===== config.mk =====
export PLATFORM = sky130hd
export DESIGN_NAME = clk_div_ctrl
export DESIGN_NICKNAME = d
export VERILOG_FILES = /design/src/rtl/clk_div_ctrl.sv
export SDC_FILE = /design/constraint.sdc
export NUM_CORES = 1
export LEC_CHECK = 0
export CORE_MARGIN = 2
export CORE_UTILIZATION = 50
export DETAILED_ROUTE_END_ITERATION = 10
export PLACE_DENSITY_LB_ADDON = 0.12
export SYNTH_ARGS = -nofsm -noshare
export SYNTH_HDL_FRONTEND = slang
export SYNTH_SLANG_ARGS = --single-unit

===== constraint.sdc =====
create_clock -name clk -period 4.38 [get_ports clk]
set_input_delay 0.657 -clock clk [delete_from_list [all_inputs] [get_ports clk]]
set_output_delay 0.657 -clock clk [all_outputs]
set_load 0.05 [all_outputs]

===== src/rtl/clk_div_ctrl.sv =====
`default_nettype none
// ============================================================================
//  Module   : clk_div_ctrl
//  Brief    : Run-time controller for a counter-based clock divider. Starts
//             and stops the divided clock and takes new divide ratios over a
//             valid/ready port. Ratio changes and stops only take effect at
//             period boundaries, so div_clk never produces a runt pulse.
//  Revision : 1.0 - initial release
// ============================================================================
module clk_div_ctrl #(
    parameter int CNT_W       = 16,
    parameter int DEFAULT_DIV = 100
) (
    input  logic             clk,
    input  logic             rst,
    input  logic             en,
    input  logic             cfg_valid,
    input  logic [CNT_W-1:0] cfg_div,
    output logic             cfg_ready,
    output logic             cfg_err,
    output logic             div_clk,
    output logic             tick,
    output logic             busy,
    output logic [CNT_W-1:0] cur_div
);

    localparam logic [1:0] c_ST_IDLE = 2'd0;
    localparam logic [1:0] c_ST_RUN  = 2'd1;
    localparam logic [1:0] c_ST_STOP = 2'd2;

    localparam logic [CNT_W-1:0] c_DEFAULT_DIV = CNT_W'(DEFAULT_DIV);
    localparam logic [CNT_W-1:0] c_MIN_DIV     = CNT_W'(2);
    localparam logic [CNT_W-1:0] c_ONE         = CNT_W'(1);
    localparam logic [CNT_W-1:0] c_ZERO        = '0;

    logic [1:0]       r_state,      w_state_nxt;
    logic [CNT_W-1:0] r_count,      w_count_nxt;
    logic [CNT_W-1:0] r_cur_div,    w_cur_div_nxt;
    logic [CNT_W-1:0] r_pend_div,   w_pend_div_nxt;
    logic             r_pend_valid, w_pend_valid_nxt;
    logic             r_div_clk,    w_div_clk_nxt;
    logic             r_cfg_err,    w_cfg_err_nxt;

    logic             w_accept;
    logic             w_cfg_bad;
    logic             w_last;
    logic [CNT_W-1:0] w_cnt_inc;
    logic [CNT_W-1:0] w_half;

    // A transfer needs an empty pending slot; ratios below 2 are rejected.
    assign w_accept  = cfg_valid && !r_pend_valid;
    assign w_cfg_bad = (cfg_div < c_MIN_DIV);
    // cur_div is always >= 2, so the subtraction cannot wrap.
    assign w_last    = (r_count == (r_cur_div - c_ONE));
    assign w_cnt_inc = r_count + c_ONE;
    assign w_half    = r_cur_div >> 1;

    // State register and datapath flops, all reset synchronously.
    always_ff @(posedge clk) begin
        if (rst) begin
            r_state      <= c_ST_IDLE;
            r_count      <= c_ZERO;
            r_cur_div    <= c_DEFAULT_DIV;
            r_pend_div   <= c_ZERO;
            r_pend_valid <= 1'b0;
            r_div_clk    <= 1'b0;
            r_cfg_err    <= 1'b0;
        end else begin
            r_state      <= w_state_nxt;
            r_count      <= w_count_nxt;
            r_cur_div    <= w_cur_div_nxt;
            r_pend_div   <= w_pend_div_nxt;
            r_pend_valid <= w_pend_valid_nxt;
            r_div_clk    <= w_div_clk_nxt;
            r_cfg_err    <= w_cfg_err_nxt;
        end
    end

    // Next-state logic: div_clk is precomputed for the count/ratio of the
    // upcoming cycle so the output pin comes straight from a flop.
    always_comb begin
        w_state_nxt      = r_state;
        w_count_nxt      = r_count;
        w_cur_div_nxt    = r_cur_div;
        w_pend_div_nxt   = r_pend_div;
        w_pend_valid_nxt = r_pend_valid;
        w_div_clk_nxt    = r_div_clk;
        w_cfg_err_nxt    = w_accept && w_cfg_bad;

        case (r_state)
            c_ST_IDLE: begin
                w_count_nxt   = c_ZERO;
                w_div_clk_nxt = 1'b0;
                // A ratio parked while stopping is applied as soon as we idle.
                if (r_pend_valid) begin
                    w_cur_div_nxt    = r_pend_div;
                    w_pend_valid_nxt = 1'b0;
                end
                if (w_accept && !w_cfg_bad) begin
                    w_cur_div_nxt = cfg_div;
                end
                if (en) begin
                    w_state_nxt   = c_ST_RUN;
                    w_div_clk_nxt = 1'b1;
                end
            end

            c_ST_RUN, c_ST_STOP: begin
                if (w_last) begin
                    w_count_nxt = c_ZERO;
                    if (r_pend_valid) begin
                        w_cur_div_nxt    = r_pend_div;
                        w_pend_valid_nxt = 1'b0;
                    end
                    if (en || (r_state == c_ST_RUN)) begin
                        w_state_nxt   = en ? c_ST_RUN : c_ST_STOP;
                        w_div_clk_nxt = 1'b1;
                    end else begin
                        w_state_nxt   = c_ST_IDLE;
                        w_div_clk_nxt = 1'b0;
                    end
                end else begin
                    w_count_nxt   = w_cnt_inc;
                    w_div_clk_nxt = (w_cnt_inc < w_half);
                    w_state_nxt   = en ? c_ST_RUN : c_ST_STOP;
                end
                // Only reachable with the slot empty, so no clash with the
                // boundary update above.
                if (w_accept && !w_cfg_bad) begin
                    w_pend_div_nxt   = cfg_div;
                    w_pend_valid_nxt = 1'b1;
                end
            end

            default: begin
                w_state_nxt   = c_ST_IDLE;
                w_count_nxt   = c_ZERO;
                w_div_clk_nxt = 1'b0;
            end
        endcase
    end

    assign cfg_ready = !r_pend_valid;
    assign cfg_err   = r_cfg_err;
    assign div_clk   = r_div_clk;
    assign tick      = (r_state != c_ST_IDLE) && w_last;
    assign busy      = (r_state != c_ST_IDLE);
    assign cur_div   = r_cur_div;

endmodule
`default_nettype wire


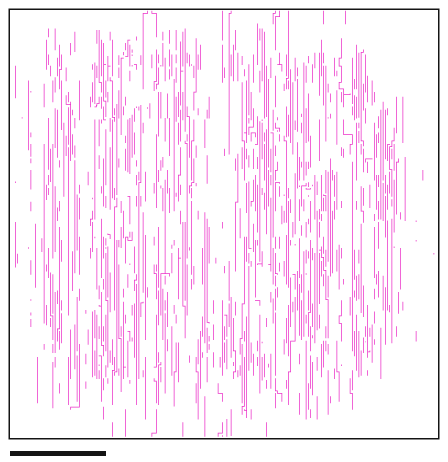
*Met2 routing*
Bar = 20 µm.
longest straight run: 41.0 µm
nets with wire on the layer: 410
WL final: 9.68 mm
via count: 3434

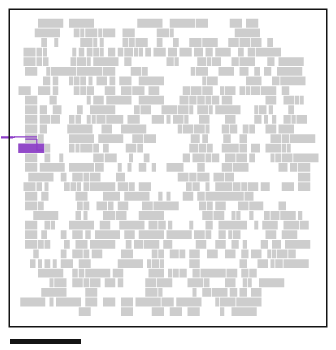
*Wires at chosen ports, followed through buffers*
Bar = 20 µm.
| color | port | bits | direction | edge | end cells | buffers | wire |
|---|---|---|---|---|---|---|---|
| purple | cfg_err | 1 | output | west | 1 | 1 | 15.4 µm |
number of port buffers: 40
IO Count: 41

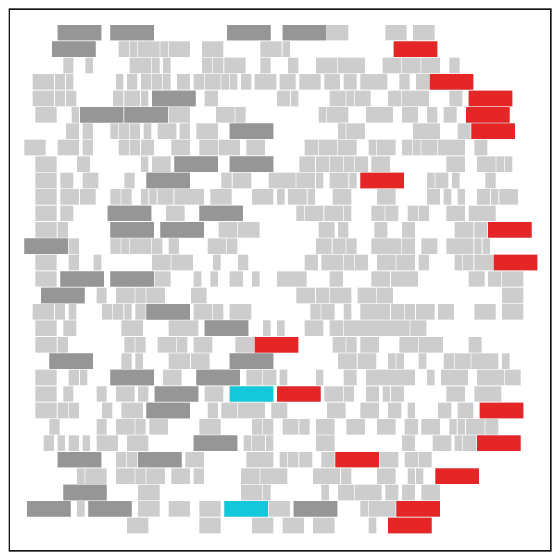
*Where the registers sit*
Other sequential cells in the stronger gray, the rest of the logic in the fainter gray.
| color | name in the netlist | sequential cells |
|---|---|---|
| cyan | r_state | 2 |
| red | r_count | 16 |
not colored: 35
Reg area: 1060 µm²
Seq area share: 0.254
Seq. pwr: 0.534 mW

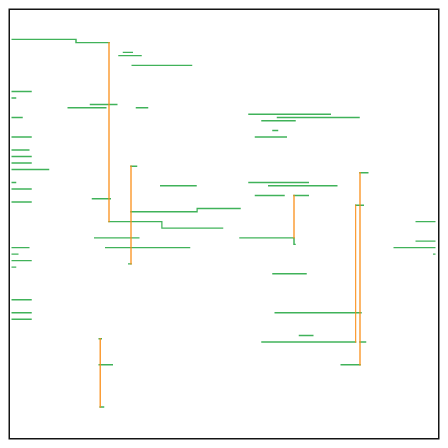
*Metal layers overlaid*
Only two layers are drawn.
| color | layer | wire length |
|---|---|---|
| green | M3 | 374 µm |
| orange | M4 | 150 µm |
GRT Total Usage: 0.253
wire length per cell: 16.9 µm

## through the flow
step	cells	util	area, µm²
global placement	564	0.567	4070
global route	571	0.582	4170
finish	571	0.582	4170
detailed placement	564	0.567	4070
CTS	571	0.582	4170
floorplan	455	-	3660
## cell usage after synthesis (3+ instances only)
| cell type | n | share of area |
|---|---|---|
| nand2_1 | 29 | 0.030 |
| a31o_1 | 14 | 0.034 |
| nand4_1 | 12 | 0.021 |
| and3_1 | 16 | 0.027 |
| a22o_1 | 13 | 0.031 |
| mux2i_1 | 22 | 0.060 |
| dfxtp_1 | 53 | 0.29 |
| nor4_1 | 12 | 0.021 |
| nand2b_1 | 5 | 0.0086 |
| buf_6 | 4 | 0.012 |
| nand3_1 | 19 | 0.026 |
| nor3_1 | 12 | 0.016 |
| xnor2_1 | 15 | 0.036 |
| or3_1 | 5 | 0.0086 |
| nor2_1 | 26 | 0.027 |
| nand3b_1 | 4 | 0.0082 |
| clkbuf_1 | 33 | 0.034 |
| a21oi_1 | 37 | 0.051 |
| ha_1 | 19 | 0.065 |
| or4_1 | 5 | 0.010 |
| inv_1 | 23 | 0.024 |
| o21ai_0 | 19 | 0.026 |
| xor2_1 | 18 | 0.043 |
| o31ai_1 | 3 | 0.0062 |
| a21o_1 | 3 | 0.0062 |
## cells in the final DEF, fill, tap and decap left out, drive strengths merged, types with 13 or more instances in the layout
cell type       n
dfxtp          53
nor2           26
ha             19
a21oi          37
inv            24
clkdlybuf4s50  40
mux2i          22
and3           16
xor2           18
nand3          19
xnor2          15
a22o           13
a31o           15
o21ai          19
nand2          29
## how the worst max path moves through the flow
stage                from    to  slack, ns  cells past startpoint
3_3_place_gp   cur_div[3]  tick       0.68                      6
3_5_place_dp   cur_div[3]  tick       0.65                      6
6_report       cur_div[3]  tick       0.30                      6
2_1_floorplan  cur_div[0]  tick       0.51                      9
4_1_cts        cur_div[3]  tick       0.30                      6
5_1_grt        cur_div[3]  tick       0.11                      7
## flip-flops by register name, summed over array words and instances, names as in the netlist
register      cells
cfg_err           1
r_count          16
cur_div          16
r_pend_div       16
r_pend_valid      1
r_state           2
div_clk           1
## per-layer routing
layer,vias to the layer above,part of all wire,global-route usage
met3,14,0.039,0.0369
met2,89,0.47,0.410
met5,-,0,0
met4,0,0.015,0.0665
met1,1633,0.48,0.351
li1,1698,-,-
## report_power, final
part	internal [mW]	total, mW	leakage, nW	switching (mW)
Sequential	0.502	0.534	0.430	0.0326
Clock	0.170	0.349	0.0546	0.179
Combinational	0.117	0.297	1.13	0.180
Total	0.788	1.18	1.61	0.392
## worst register-to-register path, stage by stage (launching register included)
cell,delay (ns)
dfxtp_1,0.51
inv_1,0.10
ha_1,0.30
nor2b_1,0.22
or4b_1,0.54
a21oi_1,0.24
o22ai_1,0.11
or4_1,0.78
or2_1,0.52
a31o_1,0.30
## layout make-up
class	instances	area, µm²
timing repair buffer	48	460
sequential	53	1060
clock inverter	2	38.8
multi-input combinational	341	2330
tap	99	124
inverter	23	86.3
fill	676	3000
clock buffer	5	68.8
==> GITHUB_STEP_SUMMARY <==
### Yosys + OpenROAD results

| Metric | Value |
|---|---|
| Routability cong. | `0.927` |
| Largest net degree at the start of global routing | `24` |
| Post-synth ARST share | `0` |
| Max Clk Rate | `245 MHz` |
| Num rows | `31` |
| Largest delay share family, worst path | `simple AND/OR/NAND/NOR gates` |
| Hold slack | `0.470 ns` |
| Clock sink count | `53` |
| IR drop worst, VDD | `0.159 mV` |
| Critical path buffers and inverters | `1` |
| Final period util | `0.932` |
| Cell Type Count | `51` |
| Worst path cell trace | `or4_1, or4_1, a32oi_1, a21oi_1, nor4_2, clkdlybuf4s50_1` |
| Number of max-cap violations | `0` |
| Arr. time, crit path | `3.43 ns` |
| Hold Path Depth | `2` |
| Die height | `89.4 µm` |
| Total Power | `1.18 mW` |
| Crit path launch type | `flip-flop` |
| Htree depth | `2` |
| Mux area share | `0.0603` |
| Mapped Area | `3650 µm²` |
| Rel. slew slack | `0.255` |
| Critical R2R Capture | `cur_div[10]` |
| Grt total ovfl | `0` |
| Critical path endpoint category | `primary output` |
| Reg2Reg Depth | `9` |
| Tightest Hold Check Type | `reg2reg` |
| Placement Setup Slack | `0.649 ns` |
| Reg2Reg Launch Point | `cur_div[1]` |
| Most frequent CP cell | `or4_1` |
| Yosys aoi share | `0.203` |
| Clk root buf | `clkbuf_8` |
| CTS tree | `built` |
| Vias in the first global route | `3183` |
| Setup TNS | `0 ns` |
| CP max stage delay | `0.84 ns` |
| Min-delay src | `r_pend_div[6]` |
| Setup ws final | `0.298 ns` |
| RSZ-0062 raised after global routing | `no` |
| HPWL after DPL | `7.08 mm` |
| Final Hold Vio Count | `0` |
| Initial antenna violation count | `0` |
| # Cells Yosys | `455` |
| Post-synth area from yosys stat | `3650 µm²` |
| Mapped Cells | `455` |
| Adder share | `0.0651` |
| DRT Pass-1 Iters | `4` |
| Mean Syn Cell Area | `8.02 µm²` |
| Register-to-Register Setup Slack | `0.66 ns` |
| CTS max path bufs | `2` |
| ANT cells | `0` |
| Skew final | `0.0112 ns` |
| CP Class | `reg2out` |
| Setup Fix Bufs, Post-CTS | `0` |
| CP Max Fanout | `9` |
| Pre-Place Util | `0.509` |
| Flops after synth | `53` |
| Seq share, synth | `0.291` |
| Outcome | `finished, final reports clean` |
| Die span in x | `89.4 µm` |
| Share of layout cells above drive strength 1 | `0.0403` |
| CTS Buf Count | `5` |
| Final setup fails | `0` |
| PostCTS Resize Cnt | `0` |
| Clock transition at path regs | `0.10 ns` |
| Fin. max-slew vios | `0` |
| Biggest combinational cell group after synthesis | `simple AND/OR/NAND/NOR gates` |
| Tmin final | `4.08 ns` |
| Post-route DRC violation count | `0` |
| WP data required | `3.72 ns` |
| Nets | `511` |
| Die Area | `8000 µm²` |
| Core outline area | `7180 µm²` |
| Hold buffer count at CTS | `0` |
| Area fraction in xor and xnor cells | `0.0854` |
| Yosys warnings | `0` |
| Synth Flop Type | `dfxtp_1` |
| Worst skew pair latency | `0.32 ns` |
| OpenROAD warnings | `28` |
| Number of routed nets with antenna violations | `0` |
| Worst-Margin Slew | `1.12 ns` |
| CP max-delay cell | `clkdlybuf4s50_1` |
| Hold EP | `r_pend_div[6]` |
| Net count after synthesis | `494` |
| Post-DR vias/cell | `6.01` |
| Post-synth tally of flip-flops with integrated enable | `0` |
| Pwr Density | `283 nW/µm²` |
| And+or+nand+nor area frac | `0.224` |
| Leak pwr | `1.61 nW` |
| DRT iter0 DRCs | `164` |
| First-pass GRT wire length | `15.9 mm` |
| Area Overhead vs Synth | `14.4%` |
Power is estimated from default activity; no workload was simulated.
